==> src/rtl/serial_subtractor_if.sv <==
// Operand/result bundle for serial_subtractor.
// The ovf signal exists only when SERIAL_SUB_OVERFLOW_EN is defined.
interface serial_subtractor_if #(
   parameter int WIDTH = 8
);
   logic             start;
   logic [WIDTH-1:0] a;
   logic [WIDTH-1:0] b;
   logic             bin;
   logic             busy;
   logic             done;
   logic [WIDTH-1:0] diff;
   logic             bout;
`ifdef SERIAL_SUB_OVERFLOW_EN
   logic             ovf;

   modport master (output start, a, b, bin, input busy, done, diff, bout, ovf);
   modport slave  (input start, a, b, bin, output busy, done, diff, bout, ovf);
`else
   modport master (output start, a, b, bin, input busy, done, diff, bout);
   modport slave  (input start, a, b, bin, output busy, done, diff, bout);
`endif
endinterface

==> src/rtl/serial_subtractor.sv <==
// Bit-serial two's-complement subtractor: diff = a - b - bin, LSB first, WIDTH cycles.
// Optional signed-overflow flag ovf is compiled in with SERIAL_SUB_OVERFLOW_EN.
module serial_subtractor #(
   parameter int WIDTH = 8
) (
   input  logic          clk,
   input  logic          rst,
   serial_subtractor_if.slave bus
);
   localparam int              CNT_W    = (WIDTH > 1) ? $clog2(WIDTH) : 1;
   localparam logic [CNT_W-1:0] CNT_LAST = CNT_W'(WIDTH - 1);

   typedef enum logic [1:0] {
      IDLE = 2'd0,
      RUN  = 2'd1,
      DONE = 2'd2
   } state_t;

   state_t           state_r;
   state_t           state_nx_s;
   logic [WIDTH-1:0] a_r;
   logic [WIDTH-1:0] b_r;
   logic [WIDTH-1:0] res_r;
   logic [WIDTH-1:0] diff_r;
   logic [CNT_W-1:0] cnt_r;
   logic             br_r;
   logic             bout_r;
   logic             busy_r;
   logic             done_r;
   logic             load_s;
   logic             shift_s;
   logic             finish_s;
   logic             d_s;
   logic             br_nx_s;

   // Full-subtractor cell: returns {borrow_out, difference_bit}.
   function automatic logic [1:0] sub_bit(input logic x, input logic y, input logic bi);
      sub_bit = {(~x & y) | (~(x ^ y) & bi), x ^ y ^ bi};
   endfunction

   assign {br_nx_s, d_s} = sub_bit(a_r[0], b_r[0], br_r);

   // FSM state register.
   always_ff @(posedge clk) begin
      if (rst) begin
         state_r <= IDLE;
      end else begin
         state_r <= state_nx_s;
      end
   end

   // Next-state and datapath control; start is only honoured in IDLE or DONE.
   always_comb begin
      state_nx_s = state_r;
      load_s     = 1'b0;
      shift_s    = 1'b0;
      finish_s   = 1'b0;
      case (state_r)
         IDLE, DONE: begin
            if (bus.start) begin
               load_s     = 1'b1;
               state_nx_s = RUN;
            end else begin
               state_nx_s = IDLE;
            end
         end
         RUN: begin
            shift_s = 1'b1;
            if (cnt_r == CNT_LAST) begin
               finish_s   = 1'b1;
               state_nx_s = DONE;
            end else begin
               state_nx_s = RUN;
            end
         end
         default: begin
            state_nx_s = IDLE;
         end
      endcase
   end

   // Operand shift registers, borrow, bit counter and result capture.
   always_ff @(posedge clk) begin
      if (rst) begin
         a_r    <= {WIDTH{1'b0}};
         b_r    <= {WIDTH{1'b0}};
         res_r  <= {WIDTH{1'b0}};
         diff_r <= {WIDTH{1'b0}};
         cnt_r  <= {CNT_W{1'b0}};
         br_r   <= 1'b0;
         bout_r <= 1'b0;
      end else if (load_s) begin
         a_r   <= bus.a;
         b_r   <= bus.b;
         br_r  <= bus.bin;
         cnt_r <= {CNT_W{1'b0}};
      end else if (shift_s) begin
         a_r   <= {1'b0, a_r[WIDTH-1:1]};
         b_r   <= {1'b0, b_r[WIDTH-1:1]};
         res_r <= {d_s, res_r[WIDTH-1:1]};
         br_r  <= br_nx_s;
         // Counter returns to 0 on the last bit so it never exceeds WIDTH-1.
         cnt_r <= finish_s ? {CNT_W{1'b0}} : cnt_r + CNT_W'(1);
         if (finish_s) begin
            diff_r <= {d_s, res_r[WIDTH-1:1]};
            bout_r <= br_nx_s;
         end
      end
   end

   // Handshake outputs registered from the next state.
   always_ff @(posedge clk) begin
      if (rst) begin
         busy_r <= 1'b0;
         done_r <= 1'b0;
      end else begin
         busy_r <= (state_nx_s == RUN);
         done_r <= (state_nx_s == DONE);
      end
   end

`ifdef SERIAL_SUB_OVERFLOW_EN
   logic ovf_r;

   // Signed overflow: borrow into the MSB stage differs from borrow out of it.
   always_ff @(posedge clk) begin
      if (rst) begin
         ovf_r <= 1'b0;
      end else if (finish_s) begin
         ovf_r <= br_r ^ br_nx_s;
      end
   end

   assign bus.ovf = ovf_r;
`endif

   assign bus.busy = busy_r;
   assign bus.done = done_r;
   assign bus.diff = diff_r;
   assign bus.bout = bout_r;
endmodule

==> src/flat_wrapper.sv <==
// flat-port wrapper written by rule: the top's interface ports become plain ports
module serial_subtractor_flat 
#(
   parameter int WIDTH = 8
)
  (clk, rst, bus_start, bus_a, bus_b, bus_bin, bus_busy, bus_done, bus_diff, bus_bout);
  serial_subtractor_if #(.WIDTH(WIDTH)) bus_i ();
  input  logic clk;
  input  logic rst;
  input wire logic [$bits(bus_i.start)-1:0] bus_start;
  input wire logic [$bits(bus_i.a)-1:0] bus_a;
  input wire logic [$bits(bus_i.b)-1:0] bus_b;
  input wire logic [$bits(bus_i.bin)-1:0] bus_bin;
  output wire logic [$bits(bus_i.busy)-1:0] bus_busy;
  output wire logic [$bits(bus_i.done)-1:0] bus_done;
  output wire logic [$bits(bus_i.diff)-1:0] bus_diff;
  output wire logic [$bits(bus_i.bout)-1:0] bus_bout;
  assign bus_i.start = bus_start;
  assign bus_i.a = bus_a;
  assign bus_i.b = bus_b;
  assign bus_i.bin = bus_bin;
  assign bus_busy = bus_i.busy;
  assign bus_done = bus_i.done;
  assign bus_diff = bus_i.diff;
  assign bus_bout = bus_i.bout;
  serial_subtractor #(.WIDTH(WIDTH)) u_core (.clk(clk), .rst(rst), .bus(bus_i));
endmodule
==> config.mk <==
export PLATFORM = sky130hd
export DESIGN_NAME = serial_subtractor_flat
export DESIGN_NICKNAME = d
export VERILOG_FILES = /design/src/rtl/serial_subtractor_if.sv /design/src/rtl/serial_subtractor.sv /design/src/flat_wrapper.sv
export SDC_FILE = /design/constraint.sdc
export NUM_CORES = 1
export LEC_CHECK = 0
export CAP_MARGIN = 20
export CORE_ASPECT_RATIO = 0.9
export CORE_UTILIZATION = 25
export DETAILED_ROUTE_END_ITERATION = 10
export GPL_TIMING_DRIVEN = 0
export HOLD_SLACK_MARGIN = 0.08
export SLEW_MARGIN = 25
export SYNTH_ARGS = -nofsm -noshare
export SYNTH_HDL_FRONTEND = slang
export SYNTH_SLANG_ARGS = --single-unit
==> constraint.sdc <==
create_clock -name clk -period 1.9 [get_ports clk]
set_input_delay 0.19 -clock clk [delete_from_list [all_inputs] [get_ports clk]]
set_output_delay 0.19 -clock clk [all_outputs]
set_load 0.005 [all_outputs]
Fig. 1: routed metal, one color a layer
Drawn at 4 px/um. Only two layers are drawn.
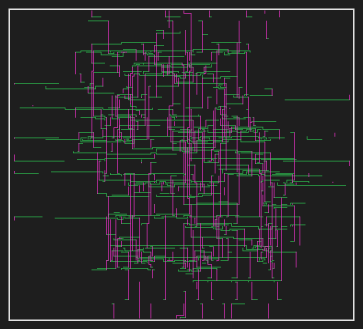
[magenta] met2 | wire length: 1540 um
[green] met1 | wire length: 1850 um

Fig. 2: metal 2
Drawn at 4 px/um.
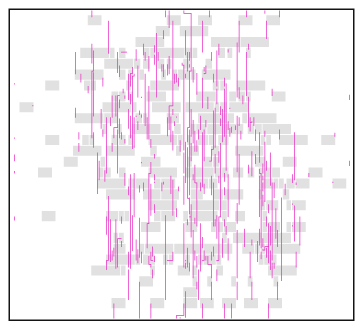
share of all routed wire: 43%
nets with wire on the layer: 193
Vias: 1395
WL final: 3.584 mm

==> flow_metrics.tcl <==
# flow metrics
set metrics [dict create \
    whs_ps 290.2 \
    rsz0062_at_grt "false" \
    vias_per_cell 4.471 \
    setup_viol 0 \
    syn_to_final_growth_pct 31.17 \
    io_pins 31 \
    dp_hpwl_mm 2.502 \
    clock_skew_ps 3.267 \
    grt_overflow 0 \
    required_ps 2060 \
    ant_nets 0 \
    hp-class "primary input to flip-flop" \
    cts_tree "done" \
    crit_path_end_kind "flip-flop" \
    grt_pass1_wl_mm 6.141 \
    synth-simple-area-share_pct 22.84 \
    synthArstFlopShare_pct 0 \
    ff_latch_area_um2 800.8 \
    finalSetupTns_ps 0 \
    ys_sh_aoi_pct 16.26 \
    worstSkewPairLatency_ps 280 \
    warnings 26 \
    syn_area_um2 1578 \
    first_iter_violations 95 \
    cts_setup_buffers 0 \
    nFillCells 627 \
    ys_seq_share_pct 50.75 \
    num_rows 27 \
    synth_warnings 0 \
    crit_arrival_ps 1670 \
    vdd_drop_max_mv 0.3250 \
    htree_levels 2 \
    leakage_nw 0.7236 \
    antenna_cells 0 \
    synth_flop_count 40 \
    most_common_cell "nand2_1" \
    min_period_ps 1508 \
    setup.worst_path.class "flip-flop to flip-flop" \
    drc 0 \
    path_max_fanout 10 \
    synthTopLogicFamily "simple AND/OR/NAND/NOR gates" \
    clkSinkCount 40 \
    yosys.area_share.adder_pct 2.855 \
    area_leaders "dfxtp_1 51%, nand2_1 12%, a311oi_1 7.2%, a21oi_1 6.3%, nor2_1 3.8%" \
    start_kind "flip-flop" \
    status "completed" \
    top_cells_by_count "49 x nand2_1, 40 x dfxtp_1, 20 x a21oi_1" \
    grt_pass1_vias 1315 \
    drtPass1Iterations 4 \
    synth_cells 188 \
    post_synth_mux_area_share_pct 1.903 \
    grt_usage_pct 11.66 \
    fmax_mhz 662.9 \
    top_area_share_pct 50.75 \
    ys_cells 188 \
    clk_pin_slew_worst_paths_ps 70 \
    p_per_area_nw_per_um2 806.5 \
    edf_count 0 \
    antenna_found_initial 0 \
    cts-root-buf "clkbuf_8" \
    initial_core_util_pct 25.80 \
    ys_chip_area_um2 1578 \
    slew_violations 0 \
    cts_buffers 5 \
    clock_tree.buffer_depth 2 \
    mostFrequentLayoutCells "49 x nand2_1, 40 x dfxtp_1, 29 x clkdlybuf4s50_1" \
    gp_congestion 0.7843 \
    cap_violations 0 \
    top_area_cell "dfxtp_1" \
    hold_buffers 0 \
    finalClockPeriodUsage_pct 79.39 \
    syn_nets 211 \
    ys_sh_xor_pct 0 \
    grt_start_max_net_pins 13 \
]
Fig. 3: I/O pins on the die edge
Drawn at 6 px/um. Pins as bars across the die edge, other pins in gray.
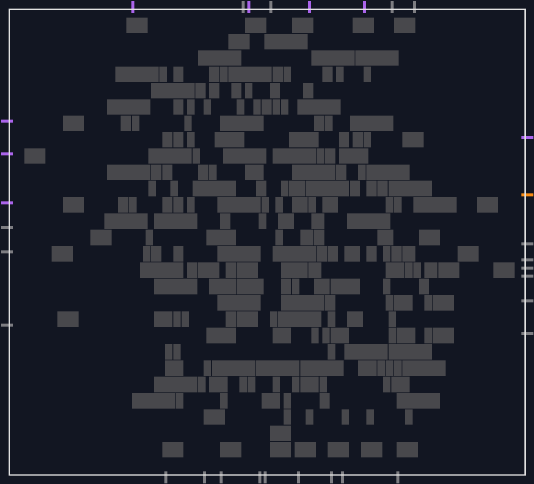
[orange] bus_busy | pins: 1 | direction: output | edge: east
[purple] bus_diff | pins: 8 | direction: output | edge: 4 north, 3 west, 1 east
die width: 85.74 um
I/O Buffers: 29
Die Y: 77.37 um

==> state kept, by name, summed over array words and instances, names as in the netlist <==
register,count
u_core.a_r,8
u_core.res_r,7
u_core.br_r,1
u_core.b_r,8
u_core.cnt_r,3
u_core.bus.bout,1
u_core.bus.done,1
u_core.bus.busy,1
u_core.state_r,2
u_core.bus.diff,8
==> stage by stage <==
stage,instance area [um^2],cells,total power [mW],util (%)
2_1_floorplan,1578,188,1.039,-
3_3_place_gp,1977,304,1.118,32.33
3_5_place_dp,1977,304,1.121,32.33
4_1_cts,2069,312,1.691,33.84
5_1_grt,2069,312,1.762,33.84
6_report,2069,312,1.669,33.84
==> power breakdown <==
| part | internal (mW) | total, mW | switching, mW |
|---|---|---|---|
| combinational | 0.0934 | 0.202 | 0.108 |
| clock | 0.290 | 0.569 | 0.279 |
| sequential | 0.877 | 0.899 | 0.0218 |
==> per-layer routing <==
layer	wire (um)	vias up	global-route usage (%)
met5	0	-	0
met4	34	0	3.000
met3	163	5	3.298
met2	1535	31	17.68
met1	1850	648	16.26
li1	-	711	-
==> worst max-delay path: stages (launching register included) <==
cell,delay [ps]
dfxtp_1,360
ha_1,150
ha_1,210
buf_1,400
o21a_1,230
nor2_1,40
==> area by class of cell <==
cell class              instances  area share, %
clock buffers                   6          3.990
inverters                       2         0.3628
flip-flops and latches         40          38.69
repair buffers                 29          14.03
clock inverters                 2         0.4837
well taps                      87          5.260
multi-input cells             130          33.43
plain buffers                  16          3.748
==> final timing paths <==
path,startpoint,to,slack [ps],cells past startpoint
max,u_core.cnt_r[0],u_core.state_r[0],390,5
min,rst,u_core.bus.done,290,2
min reg2reg,u_core.bus.diff[7],u_core.bus.diff[7],460,2
max reg2reg,u_core.cnt_r[0],u_core.state_r[0],390,5
Power is estimated from default activity; no workload was simulated.
